$ cat src/rtl/core_pkg.sv
// Shared types for the run/halt sequencer of the 9-bit-ISA core.
package core_pkg;

   // ISA instruction word width
   localparam int IW = 9;

   typedef enum logic [1:0] {
      IDLE  = 2'd0,
      CLEAR = 2'd1,
      RUN   = 2'd2,
      DONE  = 2'd3
   } run_state_t;

   typedef enum logic [1:0] {
      HR_NONE    = 2'b00,
      HR_PCEND   = 2'b01,
      HR_HALTW   = 2'b10,
      HR_TIMEOUT = 2'b11
   } halt_reason_t;

   // Halt conditions seen in the current RUN cycle (already qualified by core_en)
   typedef struct packed {
      logic pc_end;
      logic halt_word;
      logic timeout;
   } halt_hits_t;

   // Priority encode the halt conditions: PC_END > halt word > timeout
   function automatic halt_reason_t pick_reason(input halt_hits_t hits);
      halt_reason_t r;
      if (hits.pc_end)
         r = HR_PCEND;
      else if (hits.halt_word)
         r = HR_HALTW;
      else if (hits.timeout)
         r = HR_TIMEOUT;
      else
         r = HR_NONE;
      return r;
   endfunction

endpackage

$ cat src/rtl/core_run_ctrl_if.sv
// Handshake/status bundle between the run sequencer and the rest of the top level.
interface core_run_ctrl_if #(
   parameter int PC_W  = 8,
   parameter int IW    = core_pkg::IW,
   parameter int CYC_W = 16
);
   logic             start;
   logic             pause;
   logic [PC_W-1:0]  pc;
   logic [IW-1:0]    mach_code;
   logic             core_clear;
   logic             core_en;
   logic             busy;
   logic             done;
   logic [1:0]       halt_reason;
   logic [CYC_W-1:0] cycle_count;
   logic [CYC_W-1:0] instr_count;

   // The sequencer itself
   modport master (
      input  start, pause, pc, mach_code,
      output core_clear, core_en, busy, done, halt_reason, cycle_count, instr_count
   );

   // The environment: start/pause source, PC and instruction memory, status sink
   modport slave (
      output start, pause, pc, mach_code,
      input  core_clear, core_en, busy, done, halt_reason, cycle_count, instr_count
   );
endinterface

$ cat src/rtl/sat_counter.sv
// Up-counter with synchronous clear and saturation at MAX; never wraps.
module sat_counter #(
   parameter int           W   = 8,
   parameter logic [W-1:0] MAX = {W{1'b1}}
) (
   input  logic         clk,
   input  logic         reset,
   input  logic         clear,
   input  logic         en,
   output logic [W-1:0] count
);

   // Clear wins over enable; stop counting once MAX is reached
   always_ff @(posedge clk or posedge reset) begin
      if (reset)
         count <= '0;
      else if (clear)
         count <= '0;
      else if (en && (count < MAX))
         count <= count + 1'b1;
   end

endmodule

$ cat src/rtl/core_run_ctrl.sv
// Run/halt sequencer: start/done handshake, one-cycle core clear, run/pause
// gating of the core and halt detection with reason reporting.
module core_run_ctrl
   import core_pkg::*;
#(
   parameter int              PC_W      = 8,
   parameter int              IW        = core_pkg::IW,
   parameter logic [IW-1:0]   HALT_CODE = '0,
   parameter int              HALT_CNT  = 2,
   parameter logic [PC_W-1:0] PC_END    = {PC_W{1'b1}},
   parameter int              CYC_W     = 16,
   parameter logic [CYC_W-1:0] MAX_CYC  = {CYC_W{1'b1}}
) (
   input logic             clk,
   input logic             reset,
   core_run_ctrl_if.master bus
);

   // Run-length counter only needs to reach HALT_CNT
   localparam int              RL_W   = $clog2(HALT_CNT + 1);
   localparam logic [RL_W-1:0] RL_MAX = RL_W'(HALT_CNT);

   run_state_t   state_reg, state_next;
   logic         start_q, start_armed, start_rise;
   logic         run_en, in_clear, is_halt_word, any_hit;
   halt_hits_t   hits;
   halt_reason_t hit_reason;

   logic         core_clear_reg, core_clear_next;
   logic         busy_reg, busy_next;
   logic         done_reg, done_next;
   halt_reason_t halt_reason_reg, halt_reason_next;

   logic [1:0]       cnt_en;
   logic [CYC_W-1:0] cnt_val [2];
   logic [RL_W-1:0]  run_len;
   logic             run_len_clear, run_len_en;

   // Track start for edge detection; a level already high across reset must
   // go low once before it can count as a new request
   always_ff @(posedge clk or posedge reset) begin
      if (reset) begin
         start_q     <= 1'b0;
         start_armed <= 1'b0;
      end else begin
         start_q <= bus.start;
         if (!bus.start)
            start_armed <= 1'b1;
      end
   end

   assign start_rise = bus.start & ~start_q & start_armed;

   // core_en is the only combinational output: RUN and not paused
   assign run_en   = (state_reg == RUN) && !bus.pause;
   assign in_clear = (state_reg == CLEAR);

   // Cycle counter (every RUN cycle) and instruction counter (core_en cycles)
   assign cnt_en[0] = (state_reg == RUN);
   assign cnt_en[1] = run_en;

   generate
      for (genvar gi = 0; gi < 2; gi++) begin : g_cnt
         sat_counter #(.W(CYC_W)) u_cnt (
            .clk   (clk),
            .reset (reset),
            .clear (in_clear),
            .en    (cnt_en[gi]),
            .count (cnt_val[gi])
         );
      end
   endgenerate

   // Halt-word run length: holds while paused, restarts on any other word
   assign is_halt_word  = (bus.mach_code == HALT_CODE);
   assign run_len_en    = run_en && is_halt_word;
   assign run_len_clear = in_clear || (run_en && !is_halt_word);

   sat_counter #(.W(RL_W), .MAX(RL_MAX)) u_run_len (
      .clk   (clk),
      .reset (reset),
      .clear (run_len_clear),
      .en    (run_len_en),
      .count (run_len)
   );

   // Halt decode: conditions look at the value the counters reach this cycle,
   // so the halting cycle is itself counted and the counters stop at the limit
   always_comb begin
      hits           = '0;
      hits.pc_end    = run_en && (bus.pc == PC_END);
      hits.halt_word = run_len_en && (({1'b0, run_len} + 1'b1) >= {1'b0, RL_MAX});
      hits.timeout   = run_en && (({1'b0, cnt_val[0]} + 1'b1) >= {1'b0, MAX_CYC});
   end

   assign any_hit    = |hits;
   assign hit_reason = pick_reason(hits);

   // State register
   always_ff @(posedge clk or posedge reset) begin
      if (reset)
         state_reg <= IDLE;
      else
         state_reg <= state_next;
   end

   // Next-state logic; start edges in CLEAR/RUN are dropped, not queued
   always_comb begin
      state_next = state_reg;
      case (state_reg)
         IDLE:    if (start_rise) state_next = CLEAR;
         CLEAR:   state_next = RUN;
         RUN:     if (any_hit) state_next = DONE;
         DONE:    if (start_rise) state_next = CLEAR;
         default: state_next = IDLE;
      endcase
   end

   // Next values of the registered outputs
   always_comb begin
      core_clear_next  = (state_next == CLEAR);
      busy_next        = (state_next == CLEAR) || (state_next == RUN);
      done_next        = done_reg;
      halt_reason_next = halt_reason_reg;
      case (state_reg)
         CLEAR: begin
            done_next        = 1'b0;
            halt_reason_next = HR_NONE;
         end
         RUN: begin
            if (any_hit) begin
               done_next        = 1'b1;
               halt_reason_next = hit_reason;
            end
         end
         default: ;
      endcase
   end

   // Output registers
   always_ff @(posedge clk or posedge reset) begin
      if (reset) begin
         core_clear_reg  <= 1'b0;
         busy_reg        <= 1'b0;
         done_reg        <= 1'b0;
         halt_reason_reg <= HR_NONE;
      end else begin
         core_clear_reg  <= core_clear_next;
         busy_reg        <= busy_next;
         done_reg        <= done_next;
         halt_reason_reg <= halt_reason_next;
      end
   end

   assign bus.core_clear  = core_clear_reg;
   assign bus.core_en     = run_en;
   assign bus.busy        = busy_reg;
   assign bus.done        = done_reg;
   assign bus.halt_reason = halt_reason_reg;
   assign bus.cycle_count = cnt_val[0];
   assign bus.instr_count = cnt_val[1];

endmodule

$ cat src/flat_wrapper.sv
// flat-port wrapper written by rule: the top's interface ports become plain ports
module core_run_ctrl_flat import core_pkg::*;
#(
   parameter int              PC_W      = 8,
   parameter int              IW        = core_pkg::IW,
   parameter logic [IW-1:0]   HALT_CODE = '0,
   parameter int              HALT_CNT  = 2,
   parameter logic [PC_W-1:0] PC_END    = {PC_W{1'b1}},
   parameter int              CYC_W     = 16,
   parameter logic [CYC_W-1:0] MAX_CYC  = {CYC_W{1'b1}}
)
  (clk, reset, bus_start, bus_pause, bus_pc, bus_mach_code, bus_core_clear, bus_core_en, bus_busy, bus_done, bus_halt_reason, bus_cycle_count, bus_instr_count);
  core_run_ctrl_if #(.PC_W(PC_W), .IW(IW), .CYC_W(CYC_W)) bus_i ();
  input logic clk;
  input logic reset;
  input wire logic [$bits(bus_i.start)-1:0] bus_start;
  input wire logic [$bits(bus_i.pause)-1:0] bus_pause;
  input wire logic [$bits(bus_i.pc)-1:0] bus_pc;
  input wire logic [$bits(bus_i.mach_code)-1:0] bus_mach_code;
  output wire logic [$bits(bus_i.core_clear)-1:0] bus_core_clear;
  output wire logic [$bits(bus_i.core_en)-1:0] bus_core_en;
  output wire logic [$bits(bus_i.busy)-1:0] bus_busy;
  output wire logic [$bits(bus_i.done)-1:0] bus_done;
  output wire logic [$bits(bus_i.halt_reason)-1:0] bus_halt_reason;
  output wire logic [$bits(bus_i.cycle_count)-1:0] bus_cycle_count;
  output wire logic [$bits(bus_i.instr_count)-1:0] bus_instr_count;
  assign bus_i.start = bus_start;
  assign bus_i.pause = bus_pause;
  assign bus_i.pc = bus_pc;
  assign bus_i.mach_code = bus_mach_code;
  assign bus_core_clear = bus_i.core_clear;
  assign bus_core_en = bus_i.core_en;
  assign bus_busy = bus_i.busy;
  assign bus_done = bus_i.done;
  assign bus_halt_reason = bus_i.halt_reason;
  assign bus_cycle_count = bus_i.cycle_count;
  assign bus_instr_count = bus_i.instr_count;
  core_run_ctrl #(.PC_W(PC_W), .IW(IW), .HALT_CODE(HALT_CODE), .HALT_CNT(HALT_CNT), .PC_END(PC_END), .CYC_W(CYC_W), .MAX_CYC(MAX_CYC)) u_core (.clk(clk), .reset(reset), .bus(bus_i));
endmodule
$ cat config.mk
export PLATFORM = sky130hd
export DESIGN_NAME = core_run_ctrl_flat
export DESIGN_NICKNAME = d
export VERILOG_FILES = /design/src/rtl/core_pkg.sv /design/src/rtl/core_run_ctrl_if.sv /design/src/rtl/sat_counter.sv /design/src/rtl/core_run_ctrl.sv /design/src/flat_wrapper.sv
export SDC_FILE = /design/constraint.sdc
export NUM_CORES = 1
export LEC_CHECK = 0
export CORE_ASPECT_RATIO = 0.7
export CORE_UTILIZATION = 50
export CTS_BUF_LIST = sky130_fd_sc_hd__clkbuf_8
export DETAILED_ROUTE_END_ITERATION = 7
export DONT_BUFFER_PORTS = 1
export HOLD_SLACK_MARGIN = 0.05
export PLACE_DENSITY = 0.72
export SYNTH_ARGS = -nofsm -noshare
export SYNTH_HDL_FRONTEND = slang
export SYNTH_HIERARCHICAL = 1
export SYNTH_SLANG_ARGS = --single-unit
$ cat constraint.sdc
create_clock -name clk -period 3.5 [get_ports clk]
set_clock_uncertainty 0.05 [all_clocks]
set_input_delay 0.525 -clock clk [delete_from_list [all_inputs] [get_ports clk]]
set_output_delay 0.525 -clock clk [all_outputs]
set_load 0.01 [all_outputs]
Figure 1. Sizing map (run 1).
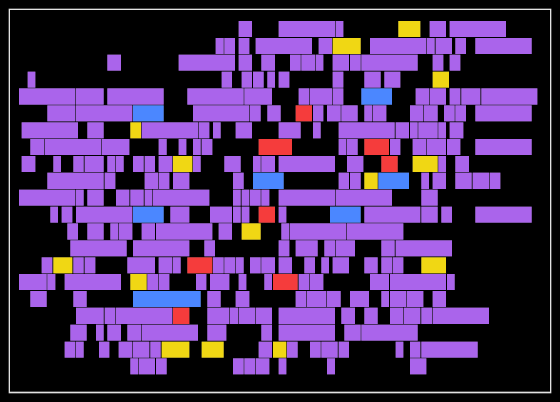
| size | color | cells |
|---|---|---|
| _6 and larger | blue | 7 |
| _2 cells | yellow | 14 |
| _3 and _4 cells | red | 8 |
| _0 and _1 cells | purple | 258 |
Repair and plain buffers: 5
worst setup margin: 560.5 ps
post-route cell area: 2751 µm²

Figure 2. Cell area per tile (run 1).
Scale bar: 20 µm. 9 x 6 tiles, from dark blue (low) to red (high), 0 to 100% covered.
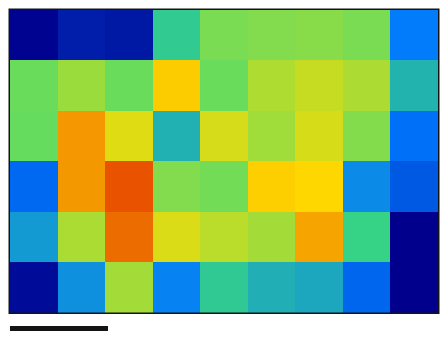
fullest tile: 91%
nearly empty tiles: 5.6%
mean over tiles: 50%
densest ninth of the die: west
tiles over 75% full: 15%
core area: 4835 µm²
fp_density: 52.38%
Layout Utilization: 56.91%

Figure 3. Congestion heat map (run 1).
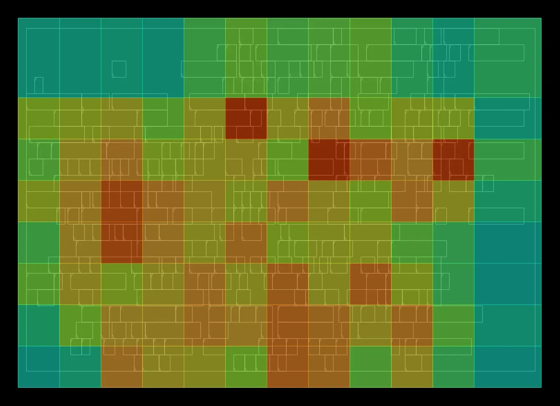
Most Crowded Layer GR: met2
total track usage: 23.27%

-- run 1: final cells by class --
cell class                 count  area (µm²)  area share (%)
multi-input combinational    214        1368           49.70
clock inverter                 2       35.03           1.273
timing repair buffer           5       40.04           1.455
clock buffer                   6       82.58           3.001
tap                           69       86.33           3.138
sequential                    43        1076           39.11
inverter                      17       63.81           2.319
-- run 1: kinds of logic after synthesis --
kind of cell | share of synthesized area, %
and+or+nand+nor | 30.83
AOI/OAI and AO/OA | 17.10
DFF | 42.49
buffers and inverters | 3.508
adders and majority gates | 3.458
muxes | 2.273
xor gates and xnor gates | 0.3459
-- run 1: worst max path at each step --
stage,from,end,slack [ps]
after floorplan,u_core/state_reg[0]$_DFF_PP0_,u_core/g_cnt[1].u_cnt/count[12]$_DFFE_PP0P_,930
after global placement,u_core/state_reg[0]$_DFF_PP0_,u_core/g_cnt[1].u_cnt/count[12]$_DFFE_PP0P_,750
after detailed placement,u_core/state_reg[0]$_DFF_PP0_,u_core/g_cnt[1].u_cnt/count[12]$_DFFE_PP0P_,580
after CTS,u_core/state_reg[0]$_DFF_PP0_,u_core/g_cnt[1].u_cnt/count[12]$_DFFE_PP0P_,600
after global routing,u_core/state_reg[0]$_DFF_PP0_,u_core/g_cnt[1].u_cnt/count[12]$_DFFE_PP0P_,430
final,u_core/state_reg[0]$_DFF_PP0_,u_core/g_cnt[1].u_cnt/count[12]$_DFFE_PP0P_,560
-- run 1: cell usage in the layout, fill, tap and decap left out, types with 3 or more instances in the layout --
cell	n
dfrtp_1	43
nand3b_1	3
nor3_1	11
and3_1	6
o31ai_1	10
buf_4	4
nand2_1	19
a311oi_1	3
nor2b_1	6
ha_1	7
nor4_1	6
or3_1	6
or4_1	12
nand4_1	16
o21ai_0	17
nand2b_1	5
nand3_1	8
clkbuf_8	6
inv_1	17
and4_1	4
nor2_1	12
a21oi_1	30
-- run 1: synthesized netlist by cell type, types with 4 or more instances --
master,count,area [µm²]
a21oi_1,30,150.1
and3_1,6,37.54
and4_1,4,35.03
clkbuf_1,4,15.01
dfrtp_1,43,1076
ha_1,7,87.58
inv_1,17,63.81
nand2_1,19,71.32
nand2b_1,5,31.28
nand3_1,8,40.04
nand4_1,16,100.1
nor2_1,12,45.04
nor2b_1,6,37.54
nor3_1,11,55.05
nor4_1,6,37.54
o21ai_0,17,85.08
o31ai_1,10,75.07
or3_1,6,37.54
or4_1,12,90.09
-- run 1: metal layers --
metal  track usage (%)  vias to the layer above
li1                  -                     1081
met5                 0                        -
met2             35.21                       81
met4             5.000                        0
met1             33.64                     1081
met3             6.300                        4
-- run 1: stage by stage --
stage / cell area, µm² / std cells / hold WS, ps / setup WS [ps] / util [%]
after floorplan: 2532 / 280 / 216.2 / 932.5 / -
after global placement: 2624 / 347 / 222.8 / 745.9 / 54.27
after detailed placement: 2624 / 347 / 223.3 / 576.5 / 54.27
after CTS: 2751 / 356 / 141.0 / 599.3 / 56.91
after global routing: 2751 / 356 / 169.9 / 434.3 / 56.91
final: 2751 / 356 / 123.4 / 560.5 / 56.91
==> results.txt, run 1 <==
yosys + openroad results -> Avg WL per Cell=16.97 µm, power in sequential cells=approximately 0.76 mW, io pins=59, cell count after synthesis=280, vias in the first global route=1896, Largest register FFs=32, yosys warns=6, CTS tree=done, Worst setup SP type=flip-flop, root buf cell=clkbuf_8, Critical path buffers and inverters=3, clk buf depth=2, Port Buf Inserts=0, comb pwr=0.432 mW, Max rail drop VDD=364.6 µV, combinational power share=27.2%, max-cap violation count=0, slew margin rel.=32.38%, Yosys chip area=2532 µm², RSZ-0062 raised after global routing=false, slowest CP cell=or4_4, Post-synth seq share=a little over two fifths, Setup crit end kind=flip-flop, clk slew on worst S/H paths=90 ps, switching share of power=between 30% and 40%, row count=21, wire length on met2=2.688 mm, Final Max Tran Viols=0, total tool warning count=28, setup bufs post-CTS=0, DR top layer=met4, met1 WL=between 2 and 3 mm, post-route ant nets=0, area grow syn2layout=8.646%, Psw=0.6080 mW, RR Startpoint=u_core/state_reg[0]$_DFF_PP0_, Pre-antenna DRT Iters=4, Congestion Overflow GR=0, crit-path cells=inv_1, ha_1, nand2b_1, inv_1, inv_1, or4_4, a311oi_1, mux2_2, part of the cycle the worst path needs=83.99%, FMAX=340.2 MHz, Seq pwr share=a little under half, Post-synth ARST share=100.0%, status=finished clean, Synth flops=between 40 and 50, first-pass GRT wire length=9.404 mm, largest net degree at the start of global routing=23, Clock net power=0.397 mW, Setup TNS Final=0 ps, Finish-stage setup viols=0, most used cell, CP=inv_1, Latency at later pin=300 ps, crit-path max cell delay=roughly 580 ps, ys cells=280, worst-margin pin slew=1005 ps, total power=1.593 mW, classification of the worst setup path=flip-flop to flip-flop, Largest Pwr Group=registers, CTS Hold Bufs=1, post-CTS resize count=0, Starting DRT DRC Count=184, Floorplan Nets=308, Avg Cell Area, Syn=around 9 µm², DRC=0, final net count=314, HPWL after detailed placement=about 4.3 mm, Post-Syn Area=2532 µm², Final Hold Fails=0, TritonCTS Buffers=5, R2R setup slack=approximately 560 ps, die extent in x=87.06 µm, worst r2r path cells=8, Power Dens Cells=578.9 nW/µm², Post-synth EDFFs=0, Top Family by Delay on Critical Path=simple AND/OR/NAND/NOR gates, Dominant flop cell=dfrtp_1, Top reg by flops=u_core/g_cnt.u_cnt/count, Filler Cells Inserted=423, Routability Congestion=0.8097, minimum clock period=just under 3000 ps, synth unique cells=45, die height=61.55 µm, share of post-route cells with drive strength above 1=10.10%, WL final=slightly above 6 mm, critical path data arrival time=3070 ps, Worst path depth=8, met3 wire len=425 µm, Max FO, Critical Path=11, CTS H-tree depth=2, r2r endpoint=u_core/g_cnt[1].u_cnt/count[12]$_DFFE_PP0P_, Die Footprint=about 5400 µm², Lkg Pwr=roughly 1.1 nW, Tightest Hold Check Type=primary input to async pin, initial antenna violation count=0, required time worst endpoint=3630 ps, n_diodes=0, clock power share=24.9%, via count=between 2000 and 2500, Pint=approximately 0.98 mW, clk sinks=about 43, drt via density=6.312
Figure 4. Metal 1 (run 1).
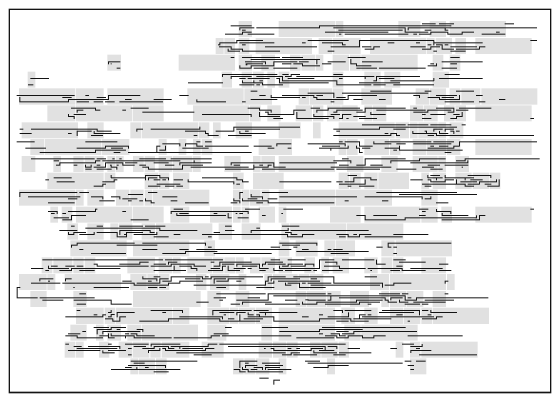

## Run 2: what changed since run 1
--- a/config.mk
+++ b/config.mk
@@ -11,7 +11,7 @@
 export DETAILED_ROUTE_END_ITERATION = 7
 export DONT_BUFFER_PORTS = 1
 export HOLD_SLACK_MARGIN = 0.05
-export PLACE_DENSITY = 0.72
+export PLACE_DENSITY = 0.75
 export SYNTH_ARGS = -nofsm -noshare
 export SYNTH_HDL_FRONTEND = slang
 export SYNTH_HIERARCHICAL = 1
==> constraint.sdc (replaced) <==
create_clock -name clk -period 2.69 [get_ports clk]
set_clock_uncertainty 0.05 [all_clocks]
set_input_delay 0.4035 -clock clk [delete_from_list [all_inputs] [get_ports clk]]
set_output_delay 0.4035 -clock clk [all_outputs]
set_load 0.01 [all_outputs]
Figure 5. Metal 1 (run 2).
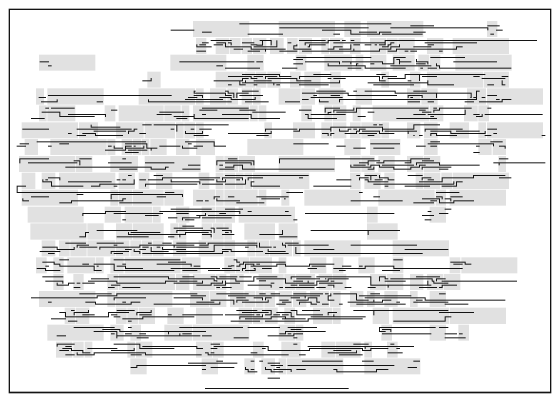
wire length on this layer: 2880 µm
longest straight run: 24.4 µm
main direction: horizontal
nets with wire on the layer: 293
via count: 2289
met1 usage: 33.50%

Figure 6. The metal 2 layer (run 2).
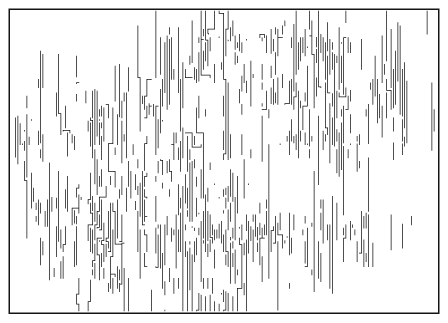
share of all routed wire: 44%
longest straight run: 27.2 µm
wire length on this layer: 2650 µm
main direction: vertical
WL final: 6.068 mm
met2 global-route usage: 36.90%

==> results.txt, run 2 <==
yosys + openroad results -> Avg Cell Area, Syn=9.044 µm², row count=21, worst r2r path cells=9, largest net degree at the start of global routing=30, worst-margin pin slew=643.1 ps, dominant logic cell types in the final layout=dfrtp_1 (43), a21oi_1 (30), nand2_1 (19), Min Hold Slack=32.74 ps, status=finished clean, r2r endpoint=u_core/g_cnt[1].u_cnt/count[13]$_DFFE_PP0P_, ys cells=280, max-cap violation count=0, vias in the first global route=between 2000 and 2500, core area=between 4000 and 5000 µm², Tightest Hold Check Type=primary input to async pin, part of the cycle the worst path needs=91.48%, Yosys top cell by instances=dfrtp_1, worst setup path start=u_core/state_reg[0]$_DFF_PP0_, clk sinks=43, share of post-route cells with drive strength above 1=about an eighth, classification of the worst setup path=flip-flop to flip-flop, io pins=~60, Latency at later pin=290 ps, Setup crit end kind=flip-flop, slowest CP cell=or4_1, cell count after synthesis=280, Final Hold Fails=0, Largest register FFs=32, Max rail drop VDD=576.9 µV, Synth area leader=dfrtp_1, total tool warning count=28, drt via density=6.271, clk buf depth=2, Worst setup SP type=flip-flop, minimum clock period=2461 ps, Lkg Pwr=1.153 nW, RR Startpoint=u_core/state_reg[0]$_DFF_PP0_, HPWL after detailed placement=roughly 4.4 mm, first-pass GRT wire length=9.777 mm, crit-path cells=inv_1, ha_1, nand2b_1, inv_1, buf_4, nand4_1, nand2b_1, or4_1, a21oi_1, R2R setup slack=230 ps, top cells by area=dfrtp_1 (42%), a21oi_1 (5.9%), nand4_1 (4.0%), final net count=324, critical path data arrival time=2630 ps, crit-path max cell delay=530 ps, Synth flops=43, n_diodes=0, Yosys chip area=2532 µm², post-CTS resize count=0, initial antenna violation count=0, top post-synthesis cells by count=dfrtp_1 (43), a21oi_1 (30), nand2_1 (19), Placement Setup Slack=297.9 ps, Starting DRT DRC Count=227, fp_density=between 50% and 60%, die extent in x=87.06 µm, Area after DPL=roughly 2700 µm², Max FO, Critical Path=8, Avg WL per Cell=16.62 µm, slew margin rel.=57.08%, DRC=0, CTS tree=done, most numerous logic cell after layout=dfrtp_1, Routability Congestion=0.8271, FMAX=406.4 MHz, synth unique cells=45, required time worst endpoint=~2900 ps, post-route ant nets=0, top area contributor share=a little over two fifths, TritonCTS Buffers=5
Figure 7. Sizing map (run 2).
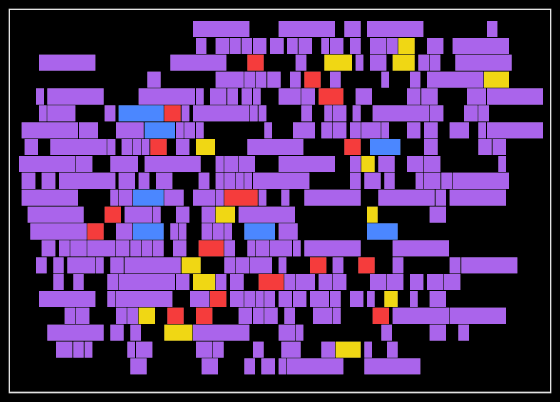
| size | color | cells |
|---|---|---|
| _2 cells | yellow | 14 |
| _6 and larger | blue | 7 |
| _3 and _4 cells | red | 17 |
| _0 and _1 cells | purple | 258 |
Repair and plain buffers: 15
worst setup margin: 229.3 ps
area grow syn2layout: 10.92%
post-route cell area: 2809 µm²

==> run 2: area by class of cell <==
cell class	instances	area [µm²]
fill	453	2026
multi-input combinational	214	1368
sequential	43	1076
timing repair buffer	15	127.6
tap	69	86.33
clock buffer	6	82.58
inverter	17	63.81
clock inverter	1	5.005
==> run 2: metal layers <==
| layer | track usage (%) | share of wire (%) |
|---|---|---|
| met3 | 7.641 | 8.5 |
| met2 | 36.90 | 44 |
| met4 | 6.429 | 0.41 |
| met1 | 33.50 | 47 |
| met5 | 0 | 0 |
==> run 2: through the flow <==
| step | instances | utilization (%) |
|---|---|---|
| detailed placement | 357 | 56.08 |
| CTS | 365 | 58.10 |
| finish | 365 | 58.10 |
| floorplan | 280 | - |
| global route | 365 | 58.10 |
| global placement | 357 | 56.08 |
==> run 2: cells by family after synthesis <==
group                    after synthesis  synth area share [%]
AND/OR/NAND/NOR                      129                 30.83
AND-OR/OR-AND                         72                 17.10
flip-flops                            43                 42.49
buffers and inverters                 23                 3.508
adder cells (fa/ha/maj)                7                 3.458
multiplexers                           5                 2.273
XOR/XNOR                               1                0.3459
==> run 2: repair_timing <==
action	4_1_cts	5_1_grt
setup buffers	0	0
hold buffers	1	0
hold endpoints to repair	21	0
==> run 2: critical path, delay by kind of cell, from the launching register on <==
family	cells	cell delay, ps
buffers and inverters	3	430
flip-flops	1	400
AND-OR/OR-AND	1	150
AND/OR/NAND/NOR	4	1180
adder cells (fa/ha/maj)	1	170
==> run 2: worst min path at each step <==
stage	depth (start not counted)	slack, ps	endpoint
CTS	1	60	u_core/g_cnt[0].u_cnt/count[8]$_DFFE_PP0P_
finish	1	30	u_core/g_cnt[0].u_cnt/count[15]$_DFFE_PP0P_
global placement	1	100	u_core/u_run_len/count[1]$_DFFE_PP0P_
global route	0	60	u_core/start_q$_DFF_PP0_
detailed placement	1	100	u_core/u_run_len/count[1]$_DFFE_PP0P_
floorplan	1	90	u_core/u_run_len/count[0]$_DFFE_PP0P_
==> run 2: where the power goes <==
group / internal [mW] / total, mW / switching, mW / leakage (nW)
combinational: 0.281 / 0.676 / 0.396 / 0.535
clock: 0.202 / 0.415 / 0.214 / 0.0470
sequential: 0.757 / 0.936 / 0.178 / 0.571
total: 1.24 / 2.03 / 0.788 / 1.15
Power and IR drop assume default switching activity.
